## config.mk

```make
export PLATFORM = sky130hd
export DESIGN_NAME = convolution_pipeline
export DESIGN_NICKNAME = d
export VERILOG_FILES = /design/src/rtl/conv_pkg.sv /design/src/rtl/conv_clamp.sv /design/src/rtl/convolution_pipeline.sv
export SDC_FILE = /design/constraint.sdc
export NUM_CORES = 2
export LEC_CHECK = 0
export ABC_AREA = 1
export CAP_MARGIN = 20
export CORE_MARGIN = 8
export CORE_UTILIZATION = 44
export CTS_BUF_LIST = sky130_fd_sc_hd__clkbuf_4
export CTS_CLUSTER_DIAMETER = 100
export CTS_CLUSTER_SIZE = 8
export DETAILED_ROUTE_END_ITERATION = 10
export HOLD_SLACK_MARGIN = 0.05
export PLACE_DENSITY = 0.64
export SETUP_SLACK_MARGIN = 0.05
export SLEW_MARGIN = 15
export SYNTH_ARGS = -nofsm -noshare
export SYNTH_HDL_FRONTEND = slang
export SYNTH_SLANG_ARGS = --single-unit
```

## constraint.sdc

```tcl
create_clock -name clk -period 30.2 [get_ports clk]
set_input_delay 3.02 -clock clk [delete_from_list [all_inputs] [get_ports clk]]
set_output_delay 3.02 -clock clk [all_outputs]
set_load 0.1 [all_outputs]
```

## src/rtl/conv_pkg.sv

```systemverilog
// conv_pkg: shared constants, window/kernel types and arithmetic widths for the convolution pipeline.
package conv_pkg;
    localparam int C_SIGNAL_WIDTH     = 12;
    localparam int C_KERNEL_DIMENSION = 3;
    localparam int C_PRODUCT_WIDTH    = 2 * C_SIGNAL_WIDTH + 1;
    localparam int C_SUM_GROWTH       = $clog2(C_KERNEL_DIMENSION) + 1;
    localparam int C_ROW_WIDTH        = C_PRODUCT_WIDTH + C_SUM_GROWTH;
    localparam int C_TOTAL_WIDTH      = C_ROW_WIDTH + C_SUM_GROWTH;

    typedef logic [C_SIGNAL_WIDTH-1:0] pixel_t;
    typedef logic [C_KERNEL_DIMENSION-1:0][C_KERNEL_DIMENSION-1:0][C_SIGNAL_WIDTH-1:0] window_t;
    // Elements are two's-complement coefficients; signedness is applied per element on use.
    typedef logic [C_KERNEL_DIMENSION-1:0][C_KERNEL_DIMENSION-1:0][C_SIGNAL_WIDTH-1:0] kernel_t;
    typedef logic signed [C_PRODUCT_WIDTH-1:0] product_t;
    typedef logic signed [C_ROW_WIDTH-1:0] row_sum_t;
    typedef logic signed [C_TOTAL_WIDTH-1:0] total_sum_t;

    function automatic product_t multiply(input pixel_t pixel, input logic [C_SIGNAL_WIDTH-1:0] coeff);
        return product_t'($signed({1'b0, pixel})) * product_t'($signed(coeff));
    endfunction
endpackage

```

## src/rtl/conv_clamp.sv

```systemverilog
// conv_clamp: saturates a signed convolution sum to the unsigned pixel range.
module conv_clamp
    import conv_pkg::*;
(
    input  total_sum_t sum,
    output pixel_t     pixel
);
    assign pixel = sum[C_TOTAL_WIDTH-1] ? '0 :
                   (|sum[C_TOTAL_WIDTH-2:C_SIGNAL_WIDTH]) ? '1 : sum[C_SIGNAL_WIDTH-1:0];
endmodule

```

## src/rtl/convolution_pipeline.sv

```systemverilog
// convolution_pipeline: 5-stage KxK multiply-accumulate with output clamp, stalled by en.
// Optional CONV_PIPELINE_VALID_EN adds in_valid/output_valid carried alongside the data.
module convolution_pipeline
    import conv_pkg::*;
(
    input  logic    clk,
    input  logic    rst,
    input  logic    en,
`ifdef CONV_PIPELINE_VALID_EN
    input  logic    in_valid,
    output logic    output_valid,
`endif
    input  window_t window_input,
    input  kernel_t filter,
    output pixel_t  output_pixel
);
    window_t    s1_window;
    kernel_t    s1_filter;
    product_t   s2_product [C_KERNEL_DIMENSION][C_KERNEL_DIMENSION];
    row_sum_t   s3_row [C_KERNEL_DIMENSION];
    total_sum_t s4_total;
    row_sum_t   row_acc [C_KERNEL_DIMENSION];
    total_sum_t total_acc;
    pixel_t     clamped;

    always_comb begin
        for (int r = 0; r < C_KERNEL_DIMENSION; r++) begin
            row_acc[r] = '0;
            for (int c = 0; c < C_KERNEL_DIMENSION; c++)
                row_acc[r] = row_acc[r] + row_sum_t'(s2_product[r][c]);
        end
    end

    always_comb begin
        total_acc = '0;
        for (int r = 0; r < C_KERNEL_DIMENSION; r++)
            total_acc = total_acc + total_sum_t'(s3_row[r]);
    end

    conv_clamp u_clamp (
        .sum   (s4_total),
        .pixel (clamped)
    );

    always_ff @(posedge clk or posedge rst) begin
        if (rst) begin
            s1_window    <= '0;
            s1_filter    <= '0;
            for (int r = 0; r < C_KERNEL_DIMENSION; r++) begin
                for (int c = 0; c < C_KERNEL_DIMENSION; c++)
                    s2_product[r][c] <= '0;
                s3_row[r] <= '0;
            end
            s4_total     <= '0;
            output_pixel <= '0;
        end else if (en) begin
            s1_window    <= window_input;
            s1_filter    <= filter;
            for (int r = 0; r < C_KERNEL_DIMENSION; r++) begin
                for (int c = 0; c < C_KERNEL_DIMENSION; c++)
                    s2_product[r][c] <= multiply(s1_window[r][c], s1_filter[r][c]);
                s3_row[r] <= row_acc[r];
            end
            s4_total     <= total_acc;
            output_pixel <= clamped;
        end
    end

`ifdef CONV_PIPELINE_VALID_EN
    logic [4:0] valid_pipe;

    always_ff @(posedge clk or posedge rst) begin
        if (rst)
            valid_pipe <= '0;
        else if (en)
            valid_pipe <= {valid_pipe[3:0], in_valid};
    end

    assign output_valid = valid_pipe[4];
`endif
endmodule

```

Fig. 1: metal 4
Bar = 100 um.
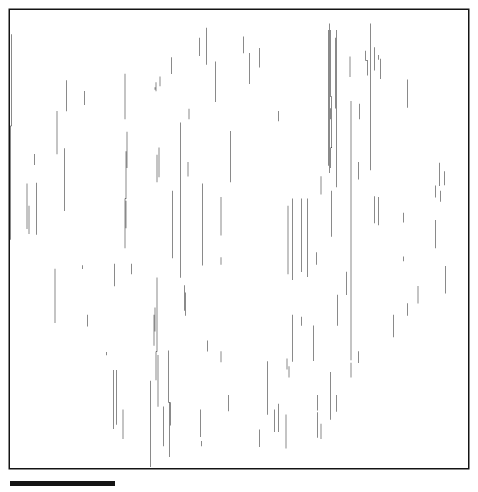
The longest straight run is 246 um. The layer carries 4280 um of wire. The layer holds 2.2% of the routed length.
WL final: 194000 um
via count: 62500

Fig. 2: wiring by layer
Bar = 100 um.
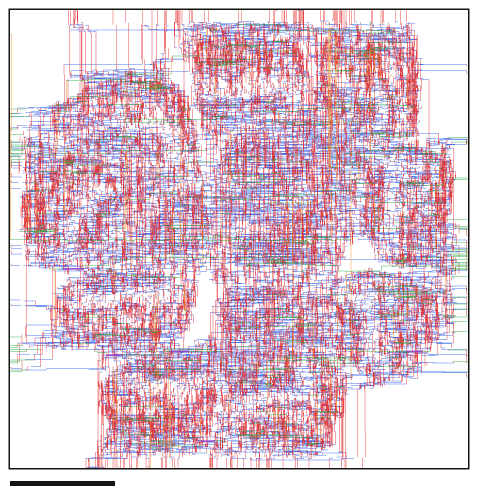
Key: purple = met5 [wire length 73.6 um]; green = met3 [wire length 8620 um]; red = met2 [wire length 91.6 mm]; orange = met4 [wire length 4280 um]; blue = met1 [wire length 89.1 mm]
Avg WL per Cell: 15.3 um
total track usage: 20.9%

Fig. 3: placed standard cells
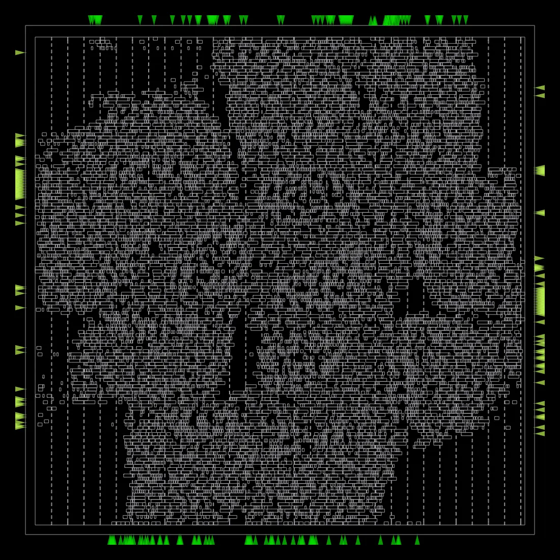
Finished Core Util: 47.1%
site row count: 153
sequential cell area share: 17.2%
Tapcell Cnt: 2325
Core Area: 174000 um^2

Fig. 4: placement by cell class
Bar = 100 um. Fill, decap, tap and diode cells in grey.
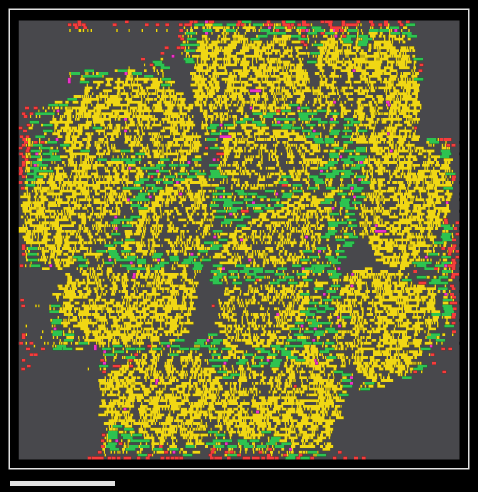
Key: green = flip-flops [cells 563]; red = other buffers and delay cells [cells 243]; yellow = all other logic [cells 9417]; magenta = clock drivers and dummy loads [cells 104]
Finished Cell Area: 81800 um^2

==> flow_summary.json <==
{
  "finalNonFillerCells": 12700,
  "synth-edff-count": 0,
  "top_area_share_pct": 26.4,
  "pin_count": 231,
  "logic_family": "adder cells",
  "synth_chip_area_um2": 77000,
  "netlist.top_cell.by_area": "fa_1",
  "critPathMaxFanout": 2,
  "xor_share_pct": 1.21,
  "synth_seq_share_pct": 18.3,
  "drc": 0,
  "combGateArea_um2": 52600,
  "ys_warn_count": 0,
  "postCtsSetupRepairBufs": 0,
  "nets": 12300,
  "clockBufferDepth": 3,
  "synth_adder_area_share_pct": 39.2,
  "lay_top_count": "nand2_1",
  "clock_latency_ns": 1.08,
  "synthCells": 10300,
  "skew_ns": 0.108,
  "cp.arrival_ns": 2.78,
  "post_cts_resized": 0,
  "min_period_ns": 5.80,
  "slew_viol_final": 0,
  "rsz0062_at_grt": "false",
  "cpLargestDelayFamily": "buffers and inverters",
  "slew_headroom_pct": 25.1,
  "synth_flops": 563,
  "die_h_um": 434,
  "synthSimpleGateAreaFrac_pct": 24.2,
  "endpoint_kind": "primary output",
  "first_iter_violations": 3821,
  "outcome": "complete, no violations",
  "antenna_found_initial": 13,
  "cts_sinks": 563,
  "synth-async-reset-ratio_pct": 100,
  "ys_sh_mux_pct": 0,
  "port_buffers": 230,
  "path_class": "flip-flop to primary output",
  "tool_warnings": 50,
  "grt_first_pass_wirelength_um": 326000,
  "grt.overflow.total": 0,
  "grt_max_degree": 218,
  "hp-class": "flip-flop to flip-flop",
  "via_per_inst": 4.94,
  "critPathLaunchType": "flip-flop",
  "ys_cells": 10300,
  "fillers": 17600,
  "cts_tree": "built",
  "worst_slack_ns": 24.40,
  "syn2layout_area_growth_pct": 6.27,
  "initCoreUtil_pct": 44.3,
  "setup_viol": 0,
  "dp.cells": 12500,
  "ys_types": 45,
  "fp_nets": 12300,
  "path_buffers": 1,
  "cts-htree-levels": 3,
  "root_buffer": "clkbuf_4",
  "required_ns": 27.18,
  "final_hold_viol_count": 0,
  "ys.flop_type": "dfrtp_1",
  "area_leaders": "fa_1, dfrtp_1, nand2_1",
  "first_global_vias": 64100,
  "synthAoiAreaFrac_pct": 3.80,
  "dp_slack_ns": 23.63,
  "dr.pass1.iters": 7,
  "cpMaxStageDelayCell": "clkdlybuf4s50_1",
  "max_freq_ghz": 0.172,
  "setup_tns_ns": 0
}
cells in the mapped netlist (24+ instances only):
master and count:
nor2_2 27, fa_1 1015, nand3b_1 34, nor2_1 427, o21ai_1 24, buf_2 75
dfrtp_1 563, o21bai_1 36, a21oi_1 193, nand4_1 75, clkbuf_1 246, inv_1 2350
xnor2_1 68, nand2_1 3564, xor2_1 38, nand3_1 387, o21ai_0 192, ha_1 786
final cells by class:
cell class	count	area share [%]
sequential	563	17.2
clock buffer	90	0.826
multi-input combinational	7059	64.3
clock inverter	14	0.190
antenna	11	0.0337
inverter	2358	10.8
timing repair buffer	243	2.99
tap	2325	3.56
per-stage QoR:
stage                     hold slack [ns]  area, um^2
after global routing                0.514       81800
after CTS                           0.491       81800
final                               0.488       81800
after global placement              0.464       80900
after floorplan                     0.443       77000
after detailed placement            0.467       80900
metal layers:
metal  global-route usage, %  vias to the layer above  routed length [um]
met5                       0                        -                  73
met2                    34.9                     1280               91600
met4                    5.34                       10                4280
met3                    2.37                      251                8620
met1                    29.0                    30500               89100
li1                        -                    30400                   -
path summary, 6_finish.rpt:
check	end	cells after the start	slack (ns)	from
setup / recovery	output_pixel[11]	1	24.40	output_pixel[11]$_DFFE_PP0P_
hold / removal	s4_total[1]$_DFFE_PP0P_	2	0.49	s4_total[1]$_DFFE_PP0P_
setup reg to reg	s2_product[15]$_DFFE_PP0P_	15	24.98	s1_filter[107]$_DFFE_PP0P_
hold reg to reg	s4_total[1]$_DFFE_PP0P_	2	0.49	s4_total[1]$_DFFE_PP0P_
max in group asynchronous	s2_product[124]$_DFFE_PP0P_	5	24.93	rst
min in group asynchronous	s1_filter[101]$_DFFE_PP0P_	2	2.47	rst
sequential cells by signal (all words and copies together) (netlist names):
signal and count:
s1_window 108, s2_product 225, s3_row 81, output_pixel 12
s4_total 29, s1_filter 108
